### Where the registers sit

Scale bar: 20 microns. Other sequential cells in the stronger gray, the rest of the logic in the fainter gray.
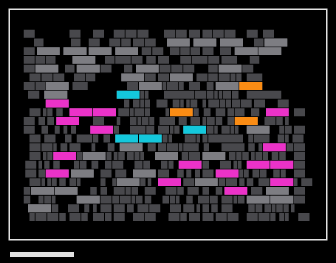
### Signal wires on met1

Scale bar: 20 microns.
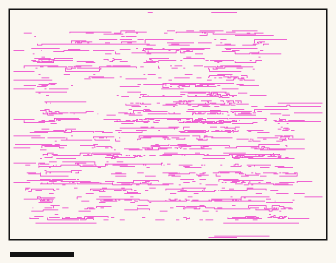
### Wire density map

Scale bar: 20 microns. 20 x 14 tiles, from dark blue (low) to red (high), scaled to the fullest tile. Values are wire area over tile area, all layers added.
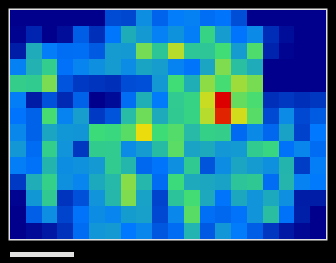
--- config.mk ---
export PLATFORM = sky130hd
export DESIGN_NAME = alu_seq_ctrl
export DESIGN_NICKNAME = d
export VERILOG_FILES = /design/src/rtl/alu_seq_pkg.sv /design/src/rtl/alu_seq_ctrl.sv
export SDC_FILE = /design/constraint.sdc
export NUM_CORES = 1
export LEC_CHECK = 0
export CAP_MARGIN = 20
export CORE_ASPECT_RATIO = 0.7
export CORE_MARGIN = 4
export CORE_UTILIZATION = 44
export CTS_CLUSTER_DIAMETER = 60
export DETAILED_ROUTE_END_ITERATION = 8
export PLACE_DENSITY = 0.87
export SYNTH_ARGS = -nofsm -noshare
export SYNTH_HDL_FRONTEND = slang
export SYNTH_SLANG_ARGS = --single-unit
--- constraint.sdc ---
create_clock -name clk -period 4.81 [get_ports clk]
set_input_delay 0.7215 -clock clk [delete_from_list [all_inputs] [get_ports clk]]
set_output_delay 0.7215 -clock clk [all_outputs]
set_load 0.01 [all_outputs]
--- src/rtl/alu_seq_pkg.sv ---
// Shared definitions for the ALU request sequencer: function codes, ALU op codes,
// FSM states and decode helpers. Defining ALU_SEQ_MUL_EN makes function code 5 (MUL) legal.
package alu_seq_pkg;

  localparam logic [3:0] FN_AND = 4'd0;
  localparam logic [3:0] FN_OR  = 4'd1;
  localparam logic [3:0] FN_ADD = 4'd2;
  localparam logic [3:0] FN_SUB = 4'd3;
  localparam logic [3:0] FN_SLT = 4'd4;
  localparam logic [3:0] FN_MUL = 4'd5;

  localparam logic [2:0] OP_AND = 3'b000;
  localparam logic [2:0] OP_OR  = 3'b001;
  localparam logic [2:0] OP_ADD = 3'b010;
  localparam logic [2:0] OP_SUB = 3'b110;
  localparam logic [2:0] OP_SLT = 3'b111;

  typedef enum logic [2:0] {
    ST_IDLE = 3'd0,
    ST_EXEC = 3'd1,
    ST_SLT2 = 3'd2,
    ST_MUL  = 3'd3,
    ST_RESP = 3'd4
  } state_t;

  // ALU op for the first pass; SLT starts with a subtract to obtain the set flag.
  function automatic logic [2:0] funct_to_op(input logic [3:0] funct);
    logic [2:0] op;
    case (funct)
      FN_AND:         op = OP_AND;
      FN_OR:          op = OP_OR;
      FN_ADD:         op = OP_ADD;
      FN_SUB, FN_SLT: op = OP_SUB;
      FN_MUL:         op = OP_ADD;
      default:        op = OP_AND;
    endcase
    return op;
  endfunction

  function automatic logic funct_legal(input logic [3:0] funct);
    logic ok;
    case (funct)
      FN_AND, FN_OR, FN_ADD, FN_SUB, FN_SLT: ok = 1'b1;
`ifdef ALU_SEQ_MUL_EN
      FN_MUL: ok = 1'b1;
`endif
      default: ok = 1'b0;
    endcase
    return ok;
  endfunction

endpackage

--- src/rtl/alu_seq_ctrl.sv ---
// Request/response sequencer driving a 16-bit ripple ALU: single-pass logic/arith ops,
// two-pass SLT, and (with ALU_SEQ_MUL_EN defined) a shift-add multiply.
module alu_seq_ctrl
  import alu_seq_pkg::*;
#(
  parameter int unsigned WIDTH     = 16,
  parameter int unsigned MUL_ITERS = WIDTH
) (
  input  logic             clk,
  input  logic             rst,
  input  logic             req_valid,
  output logic             req_ready,
  input  logic [3:0]       req_funct,
  input  logic [WIDTH-1:0] req_a,
  input  logic [WIDTH-1:0] req_b,
  output logic [WIDTH-1:0] alu_a,
  output logic [WIDTH-1:0] alu_b,
  output logic [2:0]       alu_op,
  output logic             alu_cin,
  output logic             alu_less,
  input  logic [WIDTH-1:0] alu_result,
  input  logic             alu_cout,
  input  logic             alu_set,
  input  logic             alu_zero,
  input  logic             alu_overflow,
  output logic             rsp_valid,
  input  logic             rsp_ready,
  output logic [WIDTH-1:0] rsp_result,
  output logic             rsp_zero,
  output logic             rsp_overflow,
  output logic             rsp_cout,
  output logic             rsp_err
);

  if (MUL_ITERS < 1) begin : g_bad_iters
    $error("alu_seq_ctrl: MUL_ITERS must be at least 1");
  end

  state_t           r_state;
  state_t           w_state_nx;
  logic [3:0]       r_funct;
  logic [WIDTH-1:0] r_a;
  logic [WIDTH-1:0] r_b;
  logic             r_set;
  logic [WIDTH-1:0] r_rsp_result;
  logic             r_rsp_zero;
  logic             r_rsp_overflow;
  logic             r_rsp_cout;
  logic             r_rsp_err;
  logic             w_req_ready;
  logic             w_accept;
  logic [WIDTH-1:0] w_alu_a;
  logic [WIDTH-1:0] w_alu_b;
  logic [2:0]       w_alu_op;
  logic             w_alu_less;

`ifdef ALU_SEQ_MUL_EN
  localparam int unsigned ITER_W = (MUL_ITERS > 1) ? $clog2(MUL_ITERS) : 1;
  localparam logic [ITER_W-1:0] LAST_ITER = ITER_W'(MUL_ITERS - 1);

  logic [WIDTH-1:0]  r_acc;
  logic [WIDTH-1:0]  r_mcand;
  logic [WIDTH-1:0]  r_mplier;
  logic [ITER_W-1:0] r_iter;
  logic              r_sticky_c;
  logic              r_shift_ovf;
  logic [WIDTH-1:0]  w_mplier_nx;
  logic [WIDTH-1:0]  w_mul_addend;
  logic              w_mul_last;
  logic              w_shift_ovf;

  assign w_mplier_nx  = r_mplier >> 1;
  assign w_mul_addend = r_mplier[0] ? r_mcand : '0;
  assign w_mul_last   = (r_iter == LAST_ITER);
  // A dropped mcand bit only matters if multiplier bits remain to consume it.
  assign w_shift_ovf  = r_mcand[WIDTH-1] && (w_mplier_nx != '0);
`endif

  assign w_req_ready = (r_state == ST_IDLE) && !rst;
  assign w_accept    = req_valid && w_req_ready;

  // State register.
  always_ff @(posedge clk) begin
    if (rst) begin
      r_state <= ST_IDLE;
    end else begin
      r_state <= w_state_nx;
    end
  end

  // Next-state decode and ALU operand/op drive for the current state.
  always_comb begin
    w_state_nx = r_state;
    w_alu_a    = '0;
    w_alu_b    = '0;
    w_alu_op   = OP_AND;
    w_alu_less = 1'b0;
    case (r_state)
      ST_IDLE: begin
        if (w_accept) begin
          if (funct_legal(req_funct)) begin
            w_state_nx = ST_EXEC;
          end else begin
            w_state_nx = ST_RESP;
          end
        end else begin
          w_state_nx = ST_IDLE;
        end
      end
      ST_EXEC: begin
        w_alu_a  = r_a;
        w_alu_b  = r_b;
        w_alu_op = funct_to_op(r_funct);
        if (r_funct == FN_SLT) begin
          w_state_nx = ST_SLT2;
`ifdef ALU_SEQ_MUL_EN
        end else if (r_funct == FN_MUL) begin
          w_state_nx = ST_MUL;
`endif
        end else begin
          w_state_nx = ST_RESP;
        end
      end
      ST_SLT2: begin
        w_alu_a    = r_a;
        w_alu_b    = r_b;
        w_alu_op   = OP_SLT;
        w_alu_less = r_set;
        w_state_nx = ST_RESP;
      end
`ifdef ALU_SEQ_MUL_EN
      ST_MUL: begin
        w_alu_a  = r_acc;
        w_alu_b  = w_mul_addend;
        w_alu_op = OP_ADD;
        if (w_mul_last) begin
          w_state_nx = ST_RESP;
        end else begin
          w_state_nx = ST_MUL;
        end
      end
`endif
      ST_RESP: begin
        if (rsp_ready) begin
          w_state_nx = ST_IDLE;
        end else begin
          w_state_nx = ST_RESP;
        end
      end
      default: w_state_nx = ST_IDLE;
    endcase
  end

  // Request capture, SLT set flag, multiply datapath and response registers.
  always_ff @(posedge clk) begin
    if (rst) begin
      r_funct        <= 4'd0;
      r_a            <= '0;
      r_b            <= '0;
      r_set          <= 1'b0;
      r_rsp_result   <= '0;
      r_rsp_zero     <= 1'b0;
      r_rsp_overflow <= 1'b0;
      r_rsp_cout     <= 1'b0;
      r_rsp_err      <= 1'b0;
`ifdef ALU_SEQ_MUL_EN
      r_acc          <= '0;
      r_mcand        <= '0;
      r_mplier       <= '0;
      r_iter         <= '0;
      r_sticky_c     <= 1'b0;
      r_shift_ovf    <= 1'b0;
`endif
    end else begin
      case (r_state)
        ST_IDLE: begin
          if (w_accept) begin
            r_funct <= req_funct;
            r_a     <= req_a;
            r_b     <= req_b;
            if (!funct_legal(req_funct)) begin
              r_rsp_result   <= '0;
              r_rsp_zero     <= 1'b0;
              r_rsp_overflow <= 1'b0;
              r_rsp_cout     <= 1'b0;
              r_rsp_err      <= 1'b1;
            end
          end
        end
        ST_EXEC: begin
          if (r_funct == FN_SLT) begin
            r_set <= alu_set;
`ifdef ALU_SEQ_MUL_EN
          end else if (r_funct == FN_MUL) begin
            r_acc       <= '0;
            r_mcand     <= r_a;
            r_mplier    <= r_b;
            r_iter      <= '0;
            r_sticky_c  <= 1'b0;
            r_shift_ovf <= 1'b0;
`endif
          end else begin
            r_rsp_result   <= alu_result;
            r_rsp_zero     <= alu_zero;
            r_rsp_overflow <= alu_overflow;
            r_rsp_cout     <= alu_cout;
            r_rsp_err      <= 1'b0;
          end
        end
        ST_SLT2: begin
          r_rsp_result   <= alu_result;
          r_rsp_zero     <= alu_zero;
          r_rsp_overflow <= alu_overflow;
          r_rsp_cout     <= alu_cout;
          r_rsp_err      <= 1'b0;
        end
`ifdef ALU_SEQ_MUL_EN
        ST_MUL: begin
          r_acc       <= alu_result;
          r_mcand     <= r_mcand << 1;
          r_mplier    <= w_mplier_nx;
          r_iter      <= r_iter + ITER_W'(1);
          r_sticky_c  <= r_sticky_c | alu_cout;
          r_shift_ovf <= r_shift_ovf | w_shift_ovf;
          if (w_mul_last) begin
            r_rsp_result   <= alu_result;
            r_rsp_zero     <= (alu_result == '0);
            r_rsp_cout     <= r_sticky_c | alu_cout;
            r_rsp_overflow <= r_sticky_c | alu_cout | r_shift_ovf | w_shift_ovf;
            r_rsp_err      <= 1'b0;
          end
        end
`endif
        default: begin
          r_funct <= r_funct;
        end
      endcase
    end
  end

  assign req_ready    = w_req_ready;
  assign alu_a        = w_alu_a;
  assign alu_b        = w_alu_b;
  assign alu_op       = w_alu_op;
  assign alu_cin      = w_alu_op[2];
  assign alu_less     = w_alu_less;
  assign rsp_valid    = (r_state == ST_RESP);
  assign rsp_result   = r_rsp_result;
  assign rsp_zero     = r_rsp_zero;
  assign rsp_overflow = r_rsp_overflow;
  assign rsp_cout     = r_rsp_cout;
  assign rsp_err      = r_rsp_err;

endmodule
==> reports/results.tsv <==
metric	value	unit
cell type with the largest total area	dfxtp_1	
DRC viols	0	
Post-layout nets	459	
crit path kind	reg -> out	
clock buffer count from CTS	9	
Tmin final	3470	ps
Hold Path End	r_b[3]	
Power Dens Cells	301	nW/um^2
total global routing overflow	0	
vias	2351	
Mapped Cells	290	
Reg clk slew, reported paths	70	ps
startpoint types	flip-flop	
Final Max Tran Viols	0	
layout cells sized above 1	0.0569	
R2R Setup Slk	2680	ps
fp_density	0.467	
TNS Setup	0	ps
vias in the first global route	2345	
DIE AREA	7020	sq um
hpwl dp	4870	microns
fill count	398	
placed inst area	3690	sq um
wire per inst	14.6	microns
critical path cell sequence	nor2b_1 > o21a_1 > and2_1 > clkdlybuf4s50_1	
worst min-delay path class	reg -> reg	
reg-to-reg endpoint	rsp_result[11]	
postcts setup bufs	0	
H-tree levels	3	
register share after synthesis	0.477	
Die H	71.3	microns
ys flops	60	
cells in synth_stat.txt	290	
Clock Tree Buf Depth	2	
CP Data Required Time	4090	ps
hold depth	2	
Max Cap Viol	0	
Post-synth ARST share	0	
Rows	22	
Slew HR	0.435	
CP Max Fanout	32	
Final Cycle Share	0.720	
fin area	3940	sq um
RSZ-0062 raised after global routing	false	
Least-Margin Pin Slew	848	ps
critical path's slowest cell	o21a_1	
CTS tree	done	
Final setup viols	0	
Worst R2R Start	r_funct[2]	
Layout area overhead	56.5	%
Routed WL	6970	microns
Total GRT Usage	0.194	
Post-Syn Nets	350	
DRT iter0 DRCs	116	
Peak VDD IR	0.000181	V
Via density	4.94	
top_reg_cell synth	dfxtp_1	
clk latency late pin	340	ps
mean post-synth cell area	8.69	sq um
Post-Syn Area	2520	sq um
P_leak	1.46	nW
CP peak stage delay	720	ps
Post-synth EDFFs	0	
Placer Congestion	0.844	
fin util	0.731	
clk_skew	7.97	ps
f_max	289	MHz
chip area in the Yosys report	2520	sq um
DIE WIDTH	98.4	microns
first-pass GRT wire length	11100	microns
worst hold start	r_b[3]	
outcome	finished, final reports clean	
critical path arrival	2740	ps
Clock Tree Root	clkbuf_8	
IO buf count	118	
most frequent logic cell in the layout	clkdlybuf4s50_1	
Sinks on Clock Net	60	
diodes inserted	0	
most instantiated logic cells after routing	clkdlybuf4s50_1, dfxtp_1, o21ai_0, nand2_1, nand2b_1	
CP endpoint kind	primary output	
hold_buf cts	0	
Worst Path Buf+Inv	1	
largest net degree at the start of global routing	74	
Log Warnings	26	
About 'Where the registers sit':
Key: orange = `r_state` [placed flops 3]; magenta = `r_a` [placed flops 16]; cyan = `r_funct` [placed flops 4, where middle]
Another 37 sequential cells are not colored.

About 'Signal wires on met1':
The layer holds 43% of the routed length. The layer carries 3,010 microns of wire.

About 'Wire density map':
The emptiest ninth of the die: top right. The fullest tile reaches 0.56. 12% of the tiles are nearly empty.

stage by stage:
stage	instances	hold WS [ps]	setup slack, ps
after detailed placement	458	460	1640
after floorplan	290	445	2620
after global routing	476	495	1080
after CTS	474	472	1320
final	476	471	1340
after global placement	458	456	1670
logic make-up after synthesis:
group,after synthesis,synth area share
simple gates,134,0.288
compound gates,70,0.184
flops,60,0.477
buf+inv,24,0.0442
xor+xnor,1,0.00348
mux,1,0.00397
cell type report:
cell class | count | area, sq um | share of cell area
Inverter | 1 | 3.75 | 0.000952
Sequential cell | 60 | 1200 | 0.305
Clock buffer | 10 | 128 | 0.0324
Timing Repair Buffer | 121 | 1220 | 0.310
Tap cell | 72 | 90.1 | 0.0229
Multi-Input combinational cell | 206 | 1210 | 0.306
Clock inverter | 6 | 88.8 | 0.0225
layer usage:
layer / part of all wire / vias up / GRT usage / wire [microns]
met5: 0 / - / 0 / 0
met4: 0.019 / 0 / 0.0606 / 134
met3: 0.050 / 16 / 0.0730 / 348
met2: 0.50 / 64 / 0.322 / 3480
met1: 0.43 / 1085 / 0.235 / 3010
li1: - / 1186 / - / -
worst max path at each step:
stage                    start    endpoint  slack (ps)  cells past startpoint
floorplan                  rst      r_a[0]        2620                      6
global placement           rst  r_state[2]        1670                      6
detailed placement         rst      r_a[8]        1640                      5
CTS                 r_state[1]    alu_a[2]        1320                      4
global route        r_state[1]    alu_b[3]        1080                      4
finish              r_state[1]    alu_b[6]        1340                      4
worst min-delay path: cells and delay by family (launching register included):
family	cells	cell delay (ps)
AOI/OAI and AO/OA	1	60
DFF	1	310
and+or+nand+nor	1	60
Yosys cell counts (2+ instances only):
| library cell | number |
|---|---|
| or2b_1 | 2 |
| clkbuf_1 | 13 |
| nor4_1 | 2 |
| a22o_1 | 19 |
| nand2b_1 | 37 |
| dfxtp_1 | 60 |
| and2_1 | 33 |
| o21ai_0 | 38 |
| nor2b_1 | 2 |
| nand2_1 | 38 |
| buf_2 | 8 |
| nor3_1 | 2 |
| nor2_1 | 11 |
| a31oi_1 | 2 |
| a21oi_1 | 4 |
registers in the layout, indices dropped and copies added (netlist names):
name	cells
rsp_zero	1
r_set	1
r_a	16
rsp_cout	1
r_state	3
r_funct	4
rsp_err	1
rsp_overflow	1
r_b	16
rsp_result	16
where the power goes:
part,leakage (nW),switching [mW],internal [mW]
registers,0.491,0.0197,0.528
logic,0.864,0.0617,0.0879
clock network,0.102,0.199,0.291
Power figures rest on the tool's default switching activity, not on a simulated workload.
